### Ports around the boundary, run 1

Pins as bars across the die edge, other pins in grey.
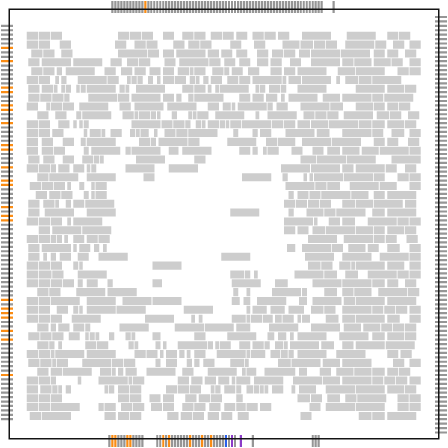
### Placed cells, one colour a class, run 1

Fill, decap, tap and diode cells in grey.
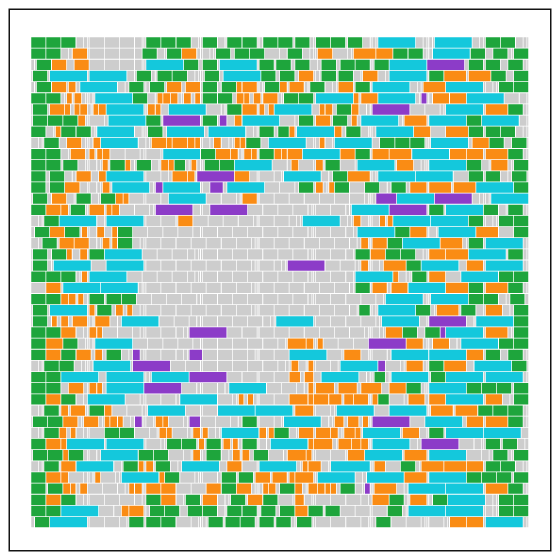
### Clock wires, drivers and flops, run 1

Scale bar: 50 µm.
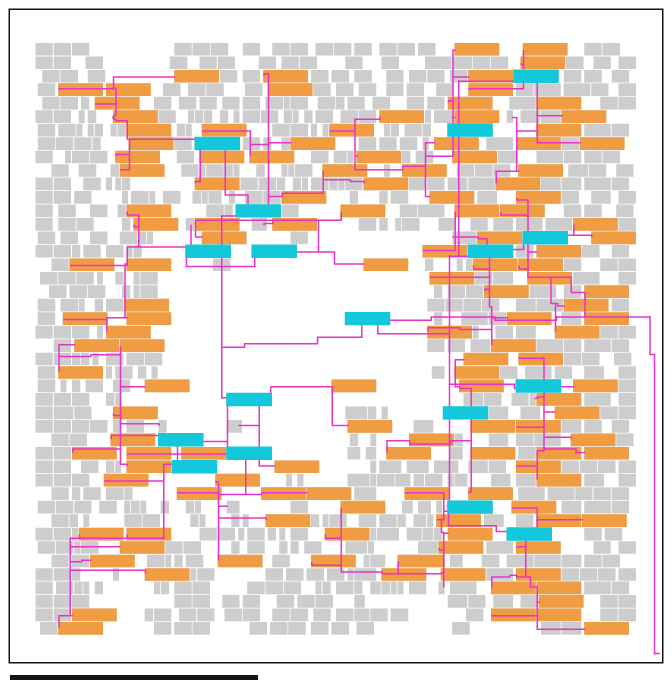
==> src/rtl/ctrl_pkg.sv <==
// Shared control definitions for the multicycle CPU: arbiter state encoding,
// requester port ids and the legal memory-latency range.
package ctrl_pkg;

  typedef enum logic [1:0] {
    IDLE  = 2'b00,
    ISSUE = 2'b01,
    WAIT  = 2'b10,
    ACK   = 2'b11
  } arb_state_t;

  localparam logic PORT_CPU = 1'b0;
  localparam logic PORT_DBG = 1'b1;

  localparam int MEM_LAT_MIN = 1;
  localparam int MEM_LAT_MAX = 7;
  localparam int LAT_CNT_W   = 3;

endpackage

==> src/rtl/rr_pick2.sv <==
// Combinational two-way picker: a lone requester always wins; on a tie the
// CPU wins in fixed mode, otherwise the port that was not granted last.
module rr_pick2
  import ctrl_pkg::*;
(
  input  logic [1:0] req,
  input  logic       last_grant,
  input  logic       fixed_prio,
  output logic       grant_valid,
  output logic       grant_id
);

  always_comb begin
    grant_valid = |req;
    grant_id    = PORT_CPU;
    if (req == 2'b10) begin
      grant_id = PORT_DBG;
    end else if (req == 2'b11) begin
      grant_id = fixed_prio ? PORT_CPU : ~last_grant;
    end
  end

endmodule

==> src/rtl/mem_arbiter.sv <==
// Shares the unified instruction/data memory between the CPU port and the
// debug/loader port; each access runs issue -> latency wait -> one-cycle ack.
module mem_arbiter
  import ctrl_pkg::*;
#(
  parameter int AW         = 32,
  parameter int DW         = 32,
  parameter int MEM_LAT    = 1,
  parameter int FIXED_PRIO = 0
) (
  input  logic          clk,
  input  logic          rst,
  input  logic          cpu_req,
  input  logic          cpu_we,
  input  logic [AW-1:0] cpu_addr,
  input  logic [DW-1:0] cpu_wdata,
  output logic [DW-1:0] cpu_rdata,
  output logic          cpu_ack,
  input  logic          dbg_req,
  input  logic          dbg_we,
  input  logic [AW-1:0] dbg_addr,
  input  logic [DW-1:0] dbg_wdata,
  output logic [DW-1:0] dbg_rdata,
  output logic          dbg_ack,
  output logic          mem_en,
  output logic          mem_we,
  output logic [AW-1:0] mem_addr,
  output logic [DW-1:0] mem_wdata,
  input  logic [DW-1:0] mem_rdata,
  output logic          busy,
  output logic [1:0]    state
);

  // Out-of-range latencies are clamped so the wait counter never wraps.
  localparam int LAT_C = (MEM_LAT < MEM_LAT_MIN) ? MEM_LAT_MIN :
                         (MEM_LAT > MEM_LAT_MAX) ? MEM_LAT_MAX : MEM_LAT;
  localparam logic [LAT_CNT_W-1:0] LAT_LOAD = LAT_CNT_W'(LAT_C);
  localparam logic FIXED_BIT = (FIXED_PRIO != 0);

  arb_state_t           st;
  logic                 owner;
  logic                 last_grant;
  logic [LAT_CNT_W-1:0] cnt;
  logic                 grant_valid;
  logic                 grant_id;

  rr_pick2 u_pick (
    .req         ({dbg_req, cpu_req}),
    .last_grant  (last_grant),
    .fixed_prio  (FIXED_BIT),
    .grant_valid (grant_valid),
    .grant_id    (grant_id)
  );

  always_ff @(posedge clk or posedge rst) begin
    if (rst) begin
      st         <= IDLE;
      owner      <= PORT_CPU;
      last_grant <= PORT_DBG;
      cnt        <= '0;
      mem_en     <= 1'b0;
      mem_we     <= 1'b0;
      mem_addr   <= '0;
      mem_wdata  <= '0;
      cpu_rdata  <= '0;
      dbg_rdata  <= '0;
      cpu_ack    <= 1'b0;
      dbg_ack    <= 1'b0;
    end else begin
      case (st)
        IDLE: begin
          if (grant_valid) begin
            owner     <= grant_id;
            mem_en    <= 1'b1;
            mem_we    <= (grant_id == PORT_DBG) ? dbg_we    : cpu_we;
            mem_addr  <= (grant_id == PORT_DBG) ? dbg_addr  : cpu_addr;
            mem_wdata <= (grant_id == PORT_DBG) ? dbg_wdata : cpu_wdata;
            st        <= ISSUE;
          end
        end
        ISSUE: begin
          mem_en <= 1'b0;
          cnt    <= LAT_LOAD;
          st     <= WAIT;
        end
        WAIT: begin
          cnt <= cnt - 1'b1;
          // The last wait cycle is the one in which mem_rdata is valid.
          if (cnt == LAT_CNT_W'(1)) begin
            if (!mem_we) begin
              if (owner == PORT_DBG) dbg_rdata <= mem_rdata;
              else                   cpu_rdata <= mem_rdata;
            end
            if (owner == PORT_DBG) dbg_ack <= 1'b1;
            else                   cpu_ack <= 1'b1;
            st <= ACK;
          end
        end
        ACK: begin
          cpu_ack    <= 1'b0;
          dbg_ack    <= 1'b0;
          last_grant <= owner;
          st         <= IDLE;
        end
        default: st <= IDLE;
      endcase
    end
  end

  assign busy  = (st != IDLE);
  assign state = st;

endmodule

==> config.mk <==
export PLATFORM = sky130hd
export DESIGN_NAME = mem_arbiter
export DESIGN_NICKNAME = d
export VERILOG_FILES = /design/src/rtl/ctrl_pkg.sv /design/src/rtl/rr_pick2.sv /design/src/rtl/mem_arbiter.sv
export SDC_FILE = /design/constraint.sdc
export NUM_CORES = 1
export LEC_CHECK = 0
export CAP_MARGIN = 20
export CORE_MARGIN = 5
export CORE_UTILIZATION = 41
export DETAILED_ROUTE_END_ITERATION = 7
export GPL_ROUTABILITY_DRIVEN = 0
export PLACE_DENSITY = 0.81
export SLEW_MARGIN = 20
export SYNTH_ARGS = -nofsm -noshare
export SYNTH_HDL_FRONTEND = slang
export SYNTH_HIERARCHICAL = 1
export SYNTH_SLANG_ARGS = --single-unit
==> constraint.sdc <==
create_clock -name clk -period 5.4 [get_ports clk]
set_clock_uncertainty 0.2 [all_clocks]
set_input_delay 1.08 -clock clk [delete_from_list [all_inputs] [get_ports clk]]
set_output_delay 1.08 -clock clk [all_outputs]
set_load 0.02 [all_outputs]
==> impl_metrics.ini, run 1 <==
; physical design summary
[grt]
antenna_found_initial = 0
globalRoute.totalOverflow = 0
global_route_wire_length_before_repair_um = 28300

[power]
total_switching_power_w = 0.00219
seq_power_share_pct = 32.4
combinationalPowerShare_pct = 50.6

[critical_path]
worstReg2RegStart = state[0]
critical_path.cell_chain = inv_1 > ha_1 > inv_1 > clkdlybuf4s50_1
crit_required_ns = 4.12

[synthesis]
synth-warning-count = 6
postSynthAreaPerCell_um2 = 12.7

[finish]
seq_share_pct = 36.0
clock_buffers = 21
final-clk-cell-share_pct = 5.17
number_of_non_clock_inverters_in_the_layout = 7
finish.net_count = 944
numSequentialCells = 139

[floorplanning]
die-width_um = 132

[run_status]
status = complete, no violations

[cts]
cts.repair.resized = 0

[timing]
hold_viol_final = 0
Notes on 'Ports around the boundary' above:
Key: `mem_en` = blue [pins 1, direction output, edge bottom]; `dbg_wdata` = orange [pins 32, direction input, edge 22 left, 9 bottom, 1 top]; `state` = purple [pins 2, direction output, edge bottom]

Notes on 'Placed cells, one colour a class' above:
Key: other buffers and delay cells = green [cells 305, share of their area 32%]; clock drivers and dummy loads = purple [cells 29, share of their area 5.3%]; flip-flops = cyan [cells 139, share of their area 37%]; all other logic = orange [cells 308, share of their area 26%]

Notes on 'Clock wires, drivers and flops' above:
Key: flip-flops = orange [count 139]; clock wires = magenta [length 1690 µm]; cells driving clock nets = cyan [count 17]
There are 18 routed clock nets. Position of the flops: all over the die.
power share of the clock group: 17.0%
clock network power: 0.000995 W
Latency at later pin: 0.41 ns

--- run 2 (diff from run 1) ---
- CORE_UTILIZATION: 41 -> 37
- PLACE_DENSITY: 0.81 -> 0.78
- clock period: 5.4 -> 2.77 ns (I/O delays scaled with it)
### Wiring by layer, run 2

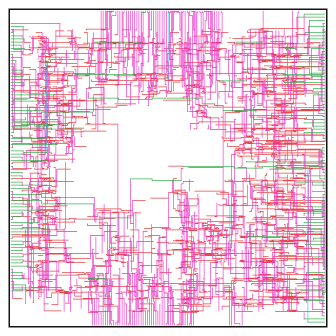
Key: met4 = cyan [wire length 195 µm]; met1 = red [wire length 7190 µm]; met3 = green [wire length 1570 µm]; met2 = magenta [wire length 9220 µm]

==> run 2 against run 1 <==
  * Via count is 0.48% higher
  * Non-clock buffer count is 4 higher
  * Worst hold slack worse by 0.086 ns
  * Clock-buffer cell count is 2 lower
  * Final cell count is 4.0% higher
  * Clock power is 120% higher
  * Sequential power is 95% higher
  * Flip-flop count stayed put
  * Combinational power is 99% higher
  * Critical path depth stayed put
  * Critical path type unchanged
  * Largest power group unchanged
==> impl_metrics.ini, run 2 <==
; physical design summary
[critical_path]
cp_top_family = buffers and inverters
critical_path.cell_chain = inv_1 > ha_1 > inv_1 > clkdlybuf4s50_1
crit_required_ns = 2.02
worstReg2RegStart = state[0]
cpPeakStageDelay_ns = 0.60

[finish]
final-clk-cell-share_pct = 5.89
numSequentialCells = 139
finish.net_count = 948
number_of_non_clock_inverters_in_the_layout = 7
seq_share_pct = 35.2

[grt]
antenna_found_initial = 0

[power]
power_clock_w = 0.00223
seq_power_share_pct = 31.2
power.share.clock_pct = 18.9
combinationalPowerShare_pct = 49.9
total_switching_power_w = 0.00440
worst_ir_drop_vdd_uv = 602
swShare_pct = 37.2

[routing]
detailroute.via_count = 4793

[floorplanning]
placement_rows = 46
die-width_um = 138

[run_status]
status = complete, no violations

[synthesis]
postSynthAreaPerCell_um2 = 12.7
synth-warning-count = 6
post_synth_and_or_nand_nor_area_fraction_pct = 5.93

[cts]
worst_skew_pair.late_latency_ns = 0.41
cts.repair.resized = 0

[timing]
hold_viol_final = 0

[run]
log.warning_count = 31
Power and IR drop assume default switching activity.
